--- src/rtl/step_tick_pkg.sv ---
// Shared constants for the LED-rotator step tick generator.
package step_tick_pkg;

  localparam int unsigned NB_SEL     = 2;
  localparam int unsigned NB_CNT_DEF = 32;

  // Default periods in clk cycles; each halves the previous one.
  localparam int unsigned LIM0_DEF = 50000000;
  localparam int unsigned LIM1_DEF = 25000000;
  localparam int unsigned LIM2_DEF = 12500000;
  localparam int unsigned LIM3_DEF = 6250000;

  localparam logic ST_IDLE = 1'b0;
  localparam logic ST_RUN  = 1'b1;

  typedef enum logic {
    IDLE = ST_IDLE,
    RUN  = ST_RUN
  } state_e;

endpackage

--- src/rtl/step_tick_gen_if.sv ---
// Switch inputs and LED/strobe outputs of the step tick generator.
interface step_tick_gen_if;
  import step_tick_pkg::*;

  logic              i_enable;
  logic [NB_SEL-1:0] i_sel;
  logic              o_valid;
  logic              o_blink;
  logic              o_run;

  modport master (output i_enable, output i_sel, input o_valid, input o_blink, input o_run);
  modport slave  (input i_enable, input i_sel, output o_valid, output o_blink, output o_run);

endinterface

--- src/rtl/step_tick_gen_sync_2ff.sv ---
// One-bit two-flop synchronizer for asynchronous switch inputs.
module sync_2ff (
  input  logic clk,
  input  logic rst_n,
  input  logic d,
  output logic q
);

  logic meta;

  always_ff @(posedge clk or negedge rst_n) begin
    if (!rst_n) begin
      meta <= 1'b0;
      q    <= 1'b0;
    end else begin
      meta <= d;
      q    <= meta;
    end
  end

endmodule

--- src/rtl/step_tick_gen.sv ---
// Step strobe generator: selectable period, pause/resume, blink and run status.
module step_tick_gen
  import step_tick_pkg::*;
#(
  parameter int unsigned NB_CNT = NB_CNT_DEF,
  parameter int unsigned LIM0   = LIM0_DEF,
  parameter int unsigned LIM1   = LIM1_DEF,
  parameter int unsigned LIM2   = LIM2_DEF,
  parameter int unsigned LIM3   = LIM3_DEF
) (
  input  logic            clk,
  input  logic            i_rst_n,
  step_tick_gen_if.slave  bus
);

  logic              en_s;
  logic [NB_SEL-1:0] sel_s;
  logic [NB_SEL-1:0] sel_q;
  logic [NB_CNT-1:0] cnt;
  logic [NB_CNT-1:0] lim_m1;
  state_e            state;
  logic              valid_q;
  logic              blink_q;
  logic              run_q;

  sync_2ff u_sync_en (
    .clk   (clk),
    .rst_n (i_rst_n),
    .d     (bus.i_enable),
    .q     (en_s)
  );

  for (genvar g = 0; g < int'(NB_SEL); g++) begin : g_sync_sel
    sync_2ff u_sync_sel (
      .clk   (clk),
      .rst_n (i_rst_n),
      .d     (bus.i_sel[g]),
      .q     (sel_s[g])
    );
  end

  // Terminal count for the currently selected rate.
  always_comb begin
    lim_m1 = NB_CNT'(LIM0 - 1);
    case (sel_s)
      2'd0:    lim_m1 = NB_CNT'(LIM0 - 1);
      2'd1:    lim_m1 = NB_CNT'(LIM1 - 1);
      2'd2:    lim_m1 = NB_CNT'(LIM2 - 1);
      default: lim_m1 = NB_CNT'(LIM3 - 1);
    endcase
  end

  // o_run follows the next state so it is high exactly while in RUN.
  always_ff @(posedge clk or negedge i_rst_n) begin
    if (!i_rst_n) begin
      state   <= IDLE;
      cnt     <= '0;
      sel_q   <= '0;
      valid_q <= 1'b0;
      blink_q <= 1'b0;
      run_q   <= 1'b0;
    end else begin
      sel_q <= sel_s;
      case (state)
        IDLE: begin
          cnt     <= '0;
          valid_q <= 1'b0;
          run_q   <= en_s;
          if (en_s) begin
            state <= RUN;
          end
        end
        RUN: begin
          if (!en_s) begin
            state   <= IDLE;
            cnt     <= '0;
            valid_q <= 1'b0;
            run_q   <= 1'b0;
          end else begin
            run_q <= 1'b1;
            // A rate change restarts the period and suppresses any pending pulse.
            if (sel_s != sel_q) begin
              cnt     <= '0;
              valid_q <= 1'b0;
            end else if (cnt == lim_m1) begin
              cnt     <= '0;
              valid_q <= 1'b1;
              blink_q <= ~blink_q;
            end else begin
              cnt     <= cnt + NB_CNT'(1);
              valid_q <= 1'b0;
            end
          end
        end
      endcase
    end
  end

  assign bus.o_valid = valid_q;
  assign bus.o_blink = blink_q;
  assign bus.o_run   = run_q;

endmodule

--- src/flat_wrapper.sv ---
// flat-port wrapper written by rule: the top's interface ports become plain ports
module step_tick_gen_flat import step_tick_pkg::*;
#(
  parameter int unsigned NB_CNT = NB_CNT_DEF,
  parameter int unsigned LIM0   = LIM0_DEF,
  parameter int unsigned LIM1   = LIM1_DEF,
  parameter int unsigned LIM2   = LIM2_DEF,
  parameter int unsigned LIM3   = LIM3_DEF
)
  (clk, i_rst_n, bus_i_enable, bus_i_sel, bus_o_valid, bus_o_blink, bus_o_run);
  step_tick_gen_if bus_i ();
  input  logic clk;
  input  logic i_rst_n;
  input wire logic [$bits(bus_i.i_enable)-1:0] bus_i_enable;
  input wire logic [$bits(bus_i.i_sel)-1:0] bus_i_sel;
  output wire logic [$bits(bus_i.o_valid)-1:0] bus_o_valid;
  output wire logic [$bits(bus_i.o_blink)-1:0] bus_o_blink;
  output wire logic [$bits(bus_i.o_run)-1:0] bus_o_run;
  assign bus_i.i_enable = bus_i_enable;
  assign bus_i.i_sel = bus_i_sel;
  assign bus_o_valid = bus_i.o_valid;
  assign bus_o_blink = bus_i.o_blink;
  assign bus_o_run = bus_i.o_run;
  step_tick_gen #(.NB_CNT(NB_CNT), .LIM0(LIM0), .LIM1(LIM1), .LIM2(LIM2), .LIM3(LIM3)) u_core (.clk(clk), .i_rst_n(i_rst_n), .bus(bus_i));
endmodule
--- config.mk ---
export PLATFORM = sky130hd
export DESIGN_NAME = step_tick_gen_flat
export DESIGN_NICKNAME = d
export VERILOG_FILES = /design/src/rtl/step_tick_pkg.sv /design/src/rtl/step_tick_gen_if.sv /design/src/rtl/step_tick_gen_sync_2ff.sv /design/src/rtl/step_tick_gen.sv /design/src/flat_wrapper.sv
export SDC_FILE = /design/constraint.sdc
export NUM_CORES = 1
export LEC_CHECK = 0
export ABC_CLOCK_PERIOD_IN_PS = 2300
export CAP_MARGIN = 10
export CORE_UTILIZATION = 40
export DETAILED_ROUTE_END_ITERATION = 10
export HOLD_SLACK_MARGIN = 0.1
export SETUP_SLACK_MARGIN = 0.15
export SLEW_MARGIN = 20
export SYNTH_ARGS = -nofsm -noshare
export SYNTH_HDL_FRONTEND = slang
export SYNTH_SLANG_ARGS = --single-unit
--- constraint.sdc ---
create_clock -name clk -period 2.3 [get_ports clk]
set_input_delay 0.46 -clock clk [delete_from_list [all_inputs] [get_ports clk]]
set_output_delay 0.46 -clock clk [all_outputs]
set_load 0.05 [all_outputs]
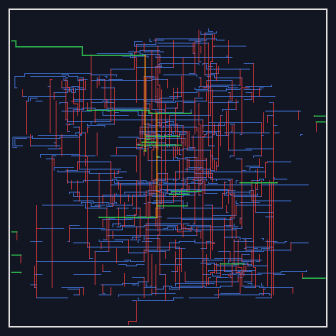
(run_1/metal_stack.png)
color	layer	wire length
red	met2	1580 µm
blue	met1	1990 µm
green	met3	144 µm
orange	met4	46.9 µm

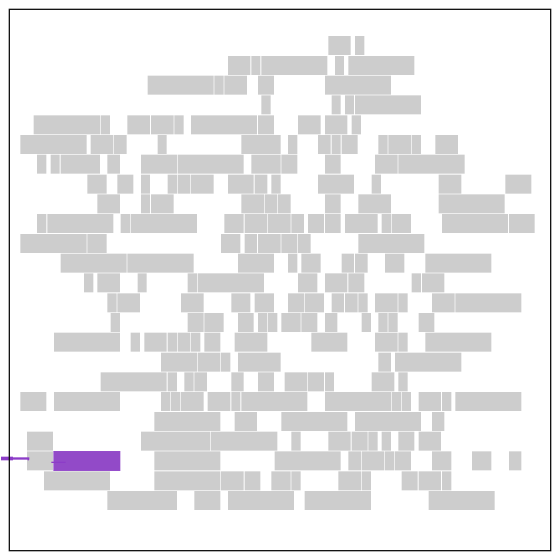
(run_1/port_nets.png)
color	port	direction	edge	end cells	wire
purple	bus_i_enable	input	left	1	4.10 µm

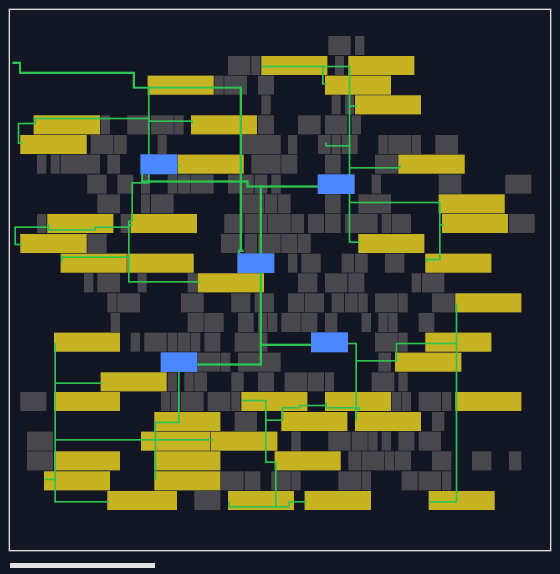
(run_1/clock_map.png)
The bar under the picture is 20 µm long.
[yellow] flip-flops | count: 43
[green] clock wires | length: 497 µm
[blue] cells driving clock nets | count: 5
routed clock nets	6

==> out/qor.txt, run 1 <==
status: finished clean
DR iter-0 viols: 72
yosys simple share: 24.5%
vias per cell: 4.97
Max-area cell share: 51.5%
final hold violation count: 0
CP endpoint kind: flop
pwr dens: 542 nW/µm²
largest net degree at the start of global routing: 25
DR WL/cell: 12.8 µm
core area: 4880 µm²
CTS Sinks: 43
Worst Skew: 8.09 ps
final setup fails: 0
met2 global-route usage: 22.5%
RSZ-0062 raised after global routing: false
die area: 5510 µm²
EDFF count, synth: 0
GRT Total Usage: 16.2%
mapped cell area: 2090 µm²
Clock Pin Slew Worst Setup and Hold Paths: 80 ps
yosys cell count: 208
main flop type: dfrtp_1
antenna cells: 0
CTS buffer count: 5
Die Ht: 74.3 µm
Placement Rows: 25
Worst Max-Slew Pin Slew: 491 ps
Nets: 231
Area Overhead vs Synth: 13.2%
hold_ws: 130 ps
# port buffers: 7
Avg Synthesized Cell Area: 10.0 µm²
vias in the first global route: 1313
Mapped Nets: 214
antenna viol nets, final: 0
total gr overflow: 0
Post-Syn Instances: 208
MUX area fraction: 0%
slew margin rel.: 67.2%
Yosys cell types: 33
xor/xnor share: 14.3%
met1 Track Usage GR: 24.6%
Top area cell types: dfrtp_1, xnor2_1, nor2_1, xor2_1, nand4_1
Synth async-reset ratio: 100%
CP max-delay cell: dfrtp_1
dpl hpwl: 2780 µm
Crit. Startpoint: u_core.cnt[9]
Post-Synth AOI/OAI Area: 5.87%
DRT Wirelength: 3750 µm
cell type with the largest total area: dfrtp_1
clk_lat worst skew: 290 ps
yosys warns: 0
initial antenna violation count: 0
most used cell, CP: nand4_1
router iterations before antenna repair: 6
global-route wire length before repair: 6600 µm
Logic family by area: simple AND/OR/NAND/NOR gates
CTS tree: done
max-cap violations: 0
-- run 1: worst reg2reg max path, cell delays in order, from the launching register on --
cell     delay, ps
dfrtp_1        450
nand4_1        230
nor4b_2        390
nor3b_2        440
nand4_1        170
xor2_1         170
nor2_1         100
-- run 1: per-layer routing --
metal  vias up  wire length (µm)
met4         0                46
met3         6               143
li1        737                 -
met2        28              1580
met1       685              1990
met5         -                 0
-- run 1: registers in the layout, indices dropped and copies added, names as in the netlist --
register                           cells
u_core.bus.o_valid                     1
u_core.u_sync_en.q                     1
u_core.u_sync_en.meta                  1
u_core.sel_q                           2
u_core.cnt                            32
u_core.bus.o_blink                     1
u_core.g_sync_sel.u_sync_sel.meta      2
u_core.g_sync_sel.u_sync_sel.q         2
u_core.bus.o_run                       1
-- run 1: stage by stage --
stage               area (µm²)  util [%]  instances  power, mW  setup slack, ps
global placement          2260      46.3        283      0.845              239
finish                    2360      48.5        293       1.28              304
detailed placement        2260      46.3        283      0.845              237
global route              2360      48.5        293       1.34              145
floorplan                 2090         -        208      0.811              396
CTS                       2340      48.0        291       1.30              225
-- run 1: cell usage after synthesis (2+ instances only) --
| cell | count |
|---|---|
| nand4_1 | 9 |
| nor3b_1 | 3 |
| buf_4 | 2 |
| o21ai_0 | 6 |
| nand3_1 | 11 |
| dfrtp_1 | 43 |
| nand2_1 | 10 |
| a21oi_1 | 2 |
| o32ai_1 | 3 |
| nor2_1 | 41 |
| a31oi_1 | 2 |
| xnor2_1 | 18 |
| nand2b_1 | 4 |
| and4_1 | 3 |
| nor4_1 | 2 |
| buf_2 | 3 |
| xor2_1 | 16 |
| clkbuf_1 | 2 |
| inv_1 | 8 |
| and3_1 | 7 |
-- run 1: final cells by class --
cell class | count | area [µm²]
Timing Repair Buffer | 17 | 140
Clock buffer | 7 | 76.3
Sequential cell | 43 | 1080
Multi-Input combinational cell | 150 | 951
Fill cell | 478 | 2510
Tap cell | 67 | 83.8
Clock inverter | 1 | 5.00
Inverter | 8 | 30.0
-- run 1: path summary, 6_finish.rpt --
check | to | slack (ps) | cells past startpoint
worst max-delay path | u_core.cnt[25] | 300 | 6
worst min-delay path | u_core.cnt[28] | 130 | 2
worst max register to register | u_core.cnt[25] | 300 | 6
worst min register to register | u_core.u_sync_en.q | 350 | 0
max in group asynchronous | u_core.g_sync_sel[0].u_sync_sel.q | 1890 | 2
min in group clk | u_core.u_sync_en.q | 350 | 0
-- run 1: placed cells by master (no fill, tap or decap), drive strengths merged, types with 3 or more instances in the layout --
cell           Yosys  layout
and3               7       7
and4               3       3
buf                5      11
clkbuf             2       7
clkdlybuf4s50      0       6
dfrtp             43      43
inv                8       8
nand2             10      10
nand2b             4       4
nand3             12      12
nand4              9       9
nor2              41      41
nor3b              4       4
nor4               3       3
o21ai              6       6
o32ai              3       3
xnor2             18      18
xor2              16      16
-- run 1: power breakdown --
| part | switching [mW] | total (mW) | internal (mW) |
|---|---|---|---|
| logic | 0.0341 | 0.0561 | 0.0219 |
| clock network | 0.239 | 0.452 | 0.213 |
| registers | 0.00935 | 0.774 | 0.765 |
-- run 1: timing repair --
item,in CTS,in global routing
setup endpoints to repair,0,27
resized,0,4
buffers inserted,0,2
hold endpoints to repair,0,0
==> run 2: changes to the inputs <==
Settings changed: GPL_TIMING_DRIVEN set to 1.
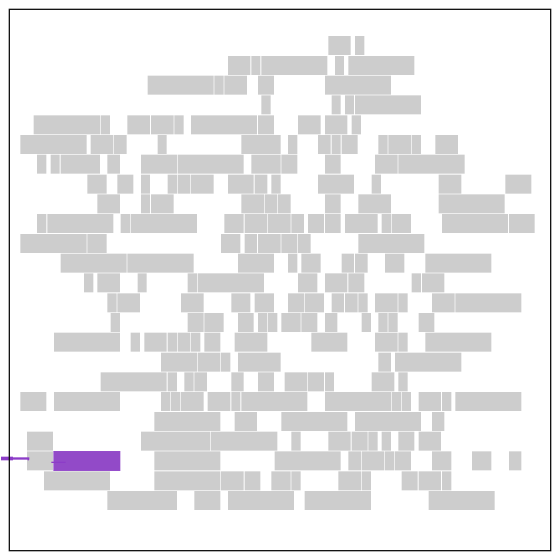
(run_2/port_nets.png)
color	port	direction	edge	end cells	wire
purple	bus_i_enable	input	left	1	4.10 µm

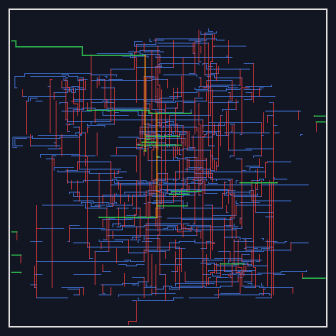
(run_2/metal_stack.png)
color	layer	wire length
red	met2	1580 µm
blue	met1	1990 µm
orange	met4	46.9 µm
green	met3	144 µm

==> out/qor.txt, run 2 <==
Top Layout Cells: nor2_1, dfrtp_1, xnor2_1 (unchanged)
P_leak: 0.929 nW (unchanged)
critical path type: reg -> reg (unchanged)
Max-area cell share: 51.5% (unchanged)
Placement Rows: 25 (unchanged)
largest fanout on the critical path: 5 (unchanged)
via count: 1456 (unchanged)
pwr dens: 542 nW/µm² (unchanged)
status: finished clean (unchanged)
R2R Setup Slk: 300 ps (about the same)
Avg Synthesized Cell Area: 10.0 µm² (unchanged)
largest net degree at the start of global routing: 25 (unchanged)
Area Overhead vs Synth: 13.2% (unchanged)
cell type with the largest total area: dfrtp_1 (unchanged)
Log Warnings: 26 (unchanged)
cycle use final: 86.8% (unchanged)
antenna cells: 0 (unchanged)
Clock Pin Slew Worst Setup and Hold Paths: 80 ps (about the same)
GPL Wtd Cong: 0.867 (unchanged)
main flop type: dfrtp_1 (unchanged)
Post-Syn Instances: 208 (unchanged)
final hold violation count: 0 (unchanged)
Synth Seq Share: 51.5% (unchanged)
slew margin rel.: 67.2% (unchanged)
total gr overflow: 0 (unchanged)
Top reg by flops: u_core.cnt (unchanged)
Setup TNS Final: 0 ps (unchanged)
final slew viol count: 0 (unchanged)
Mapped Nets: 214 (unchanged)
Die Ht: 74.3 µm (unchanged)
yosys cell count: 208 (unchanged)
minimum clock period: 2000 ps (unchanged)
Yosys cell types: 33 (unchanged)
synthesis area per yosys: 2090 µm² (unchanged)
critical path data required time: 2520 ps (about the same)
CTS Sinks: 43 (unchanged)
clock root buffer: clkbuf_8 (unchanged)
DR WL/cell: 12.8 µm (unchanged)
f_max: 501 MHz (unchanged)
# port buffers: 7 (unchanged)
hold_ws: 130 ps (unchanged)
critical path data arrival time: 2220 ps (about the same)
router iterations before antenna repair: 6 (unchanged)
share of layout cells above drive strength 1: 11.9% (unchanged)
clk_lat worst skew: 290 ps (about the same)
RSZ-0062 raised after global routing: false (unchanged)
max-cap violations: 0 (unchanged)
yosys warns: 0 (unchanged)
FF-to-FF End: u_core.cnt[25] (unchanged)
GRT Total Usage: 16.2% (unchanged)
dpl hpwl: 2780 µm (unchanged)
max reg flops: 32 (unchanged)
HP Class: in -> async (unchanged)
Worst Max-Slew Pin Slew: 491 ps (unchanged)
hold buffers post-CTS: 0 (unchanged)
antenna viol nets, final: 0 (unchanged)
Critical Path Source Type: flop (unchanged)
Synth async-reset ratio: 100% (unchanged)
most frequent cells after synthesis: dfrtp_1, nor2_1, xnor2_1 (unchanged)
vias per cell: 4.97 (unchanged)
H-tree lvl count: 2 (unchanged)
peak supply drop: 0.000271 V (unchanged)
EDFF count, synth: 0 (unchanged)
clk buf depth: 2 (unchanged)
Top area cell types: dfrtp_1, xnor2_1, nor2_1, xor2_1, nand4_1 (unchanged)
initial antenna violation count: 0 (unchanged)
DRC viols: 0 (unchanged)
Reg2Reg Depth: 6 (unchanged)
Die Wd: 74.3 µm (unchanged)
CTS tree: done (unchanged)
final setup fails: 0 (unchanged)
worst reg2reg path startpoint: u_core.cnt[9] (unchanged)
CTS buffer count: 5 (unchanged)
vias in the first global route: 1313 (unchanged)
Post-synth regs: 43 (unchanged)
DR iter-0 viols: 72 (unchanged)
global-route wire length before repair: 6600 µm (unchanged)
core area: 4880 µm² (unchanged)
Initial Util: 42.8% (unchanged)
mapped cell area: 2090 µm² (unchanged)
CP endpoint kind: flop (unchanged)
die area: 5510 µm² (unchanged)
DRT Wirelength: 3750 µm (unchanged)
Yosys top cell by instances: dfrtp_1 (unchanged)
Nets: 231 (unchanged)
# IOs: 8 (unchanged)
Worst Skew: 8.09 ps (unchanged)
-- run 2: cell counts after synthesis --
No cell type changed its count.
-- run 2: cells by family (layout without fill, tap and decap cells) --
group	Yosys count	count (layout)	synth area share (%)
flip-flops	43	43	51.5
AND-OR/OR-AND	18	18	5.87
XOR/XNOR	34	34	14.3
AND/OR/NAND/NOR	97	97	24.5
adder cells (fa/ha/maj)	1	1	0.599
buffers and inverters	15	33	3.24
-- run 2: final cells by class --
class,count,area [µm²]
Tap cell,67,83.8
Timing Repair Buffer,17,140
Sequential cell,43,1080
Clock inverter,1,5.00
Multi-Input combinational cell,150,951
Inverter,8,30.0
Clock buffer,7,76.3
Fill cell,478,2510
-- run 2: repair_timing --
item	CTS	global route
endpoints found under the setup margin	0	27
resized	0	4
setup buffers	0	2
-- run 2: where the power goes --
part / switching, mW / internal (mW)
clock: 0.239 / 0.213
combinational: 0.0341 / 0.0219
sequential: 0.00935 / 0.765
-- run 2: layer usage --
metal | vias up | track usage [%] | part of all wire (%)
met2 | 28 | 22.5 | 42
met5 | - | 0 | 0
li1 | 737 | - | -
met4 | 0 | 5.03 | 1.2
met1 | 685 | 24.6 | 53
met3 | 6 | 4.47 | 3.8
-- run 2: worst max-delay path by stage --
stage	start	endpoint	slack, ps	depth (start not counted)
6_report	u_core.cnt[9]	u_core.cnt[25]	300	6
3_5_place_dp	u_core.cnt[0]	u_core.cnt[24]	240	7
4_1_cts	u_core.cnt[0]	u_core.cnt[24]	230	7
3_3_place_gp	u_core.cnt[0]	u_core.cnt[24]	240	7
5_1_grt	u_core.cnt[9]	u_core.cnt[25]	150	6
2_1_floorplan	u_core.cnt[0]	u_core.cnt[24]	400	8
-- run 2: worst max-delay path: stages (launching register included) --
cell and delay, ps:
dfrtp_1 450, nand4_1 230, nor4b_2 390, nor3b_2 440, nand4_1 170, xor2_1 170
nor2_1 100
-- run 2: metrics by stage --
step / setup WS [ps] / utilization [%] / instances / area [µm²] / power, mW
floorplan: 396 / - / 208 / 2090 / 0.811
global placement: 239 / 46.3 / 283 / 2260 / 0.845
detailed placement: 237 / 46.3 / 283 / 2260 / 0.845
CTS: 225 / 48.0 / 291 / 2340 / 1.30
global route: 145 / 48.5 / 293 / 2360 / 1.34
finish: 304 / 48.5 / 293 / 2360 / 1.28
Power figures rest on the tool's default switching activity, not on a simulated workload.
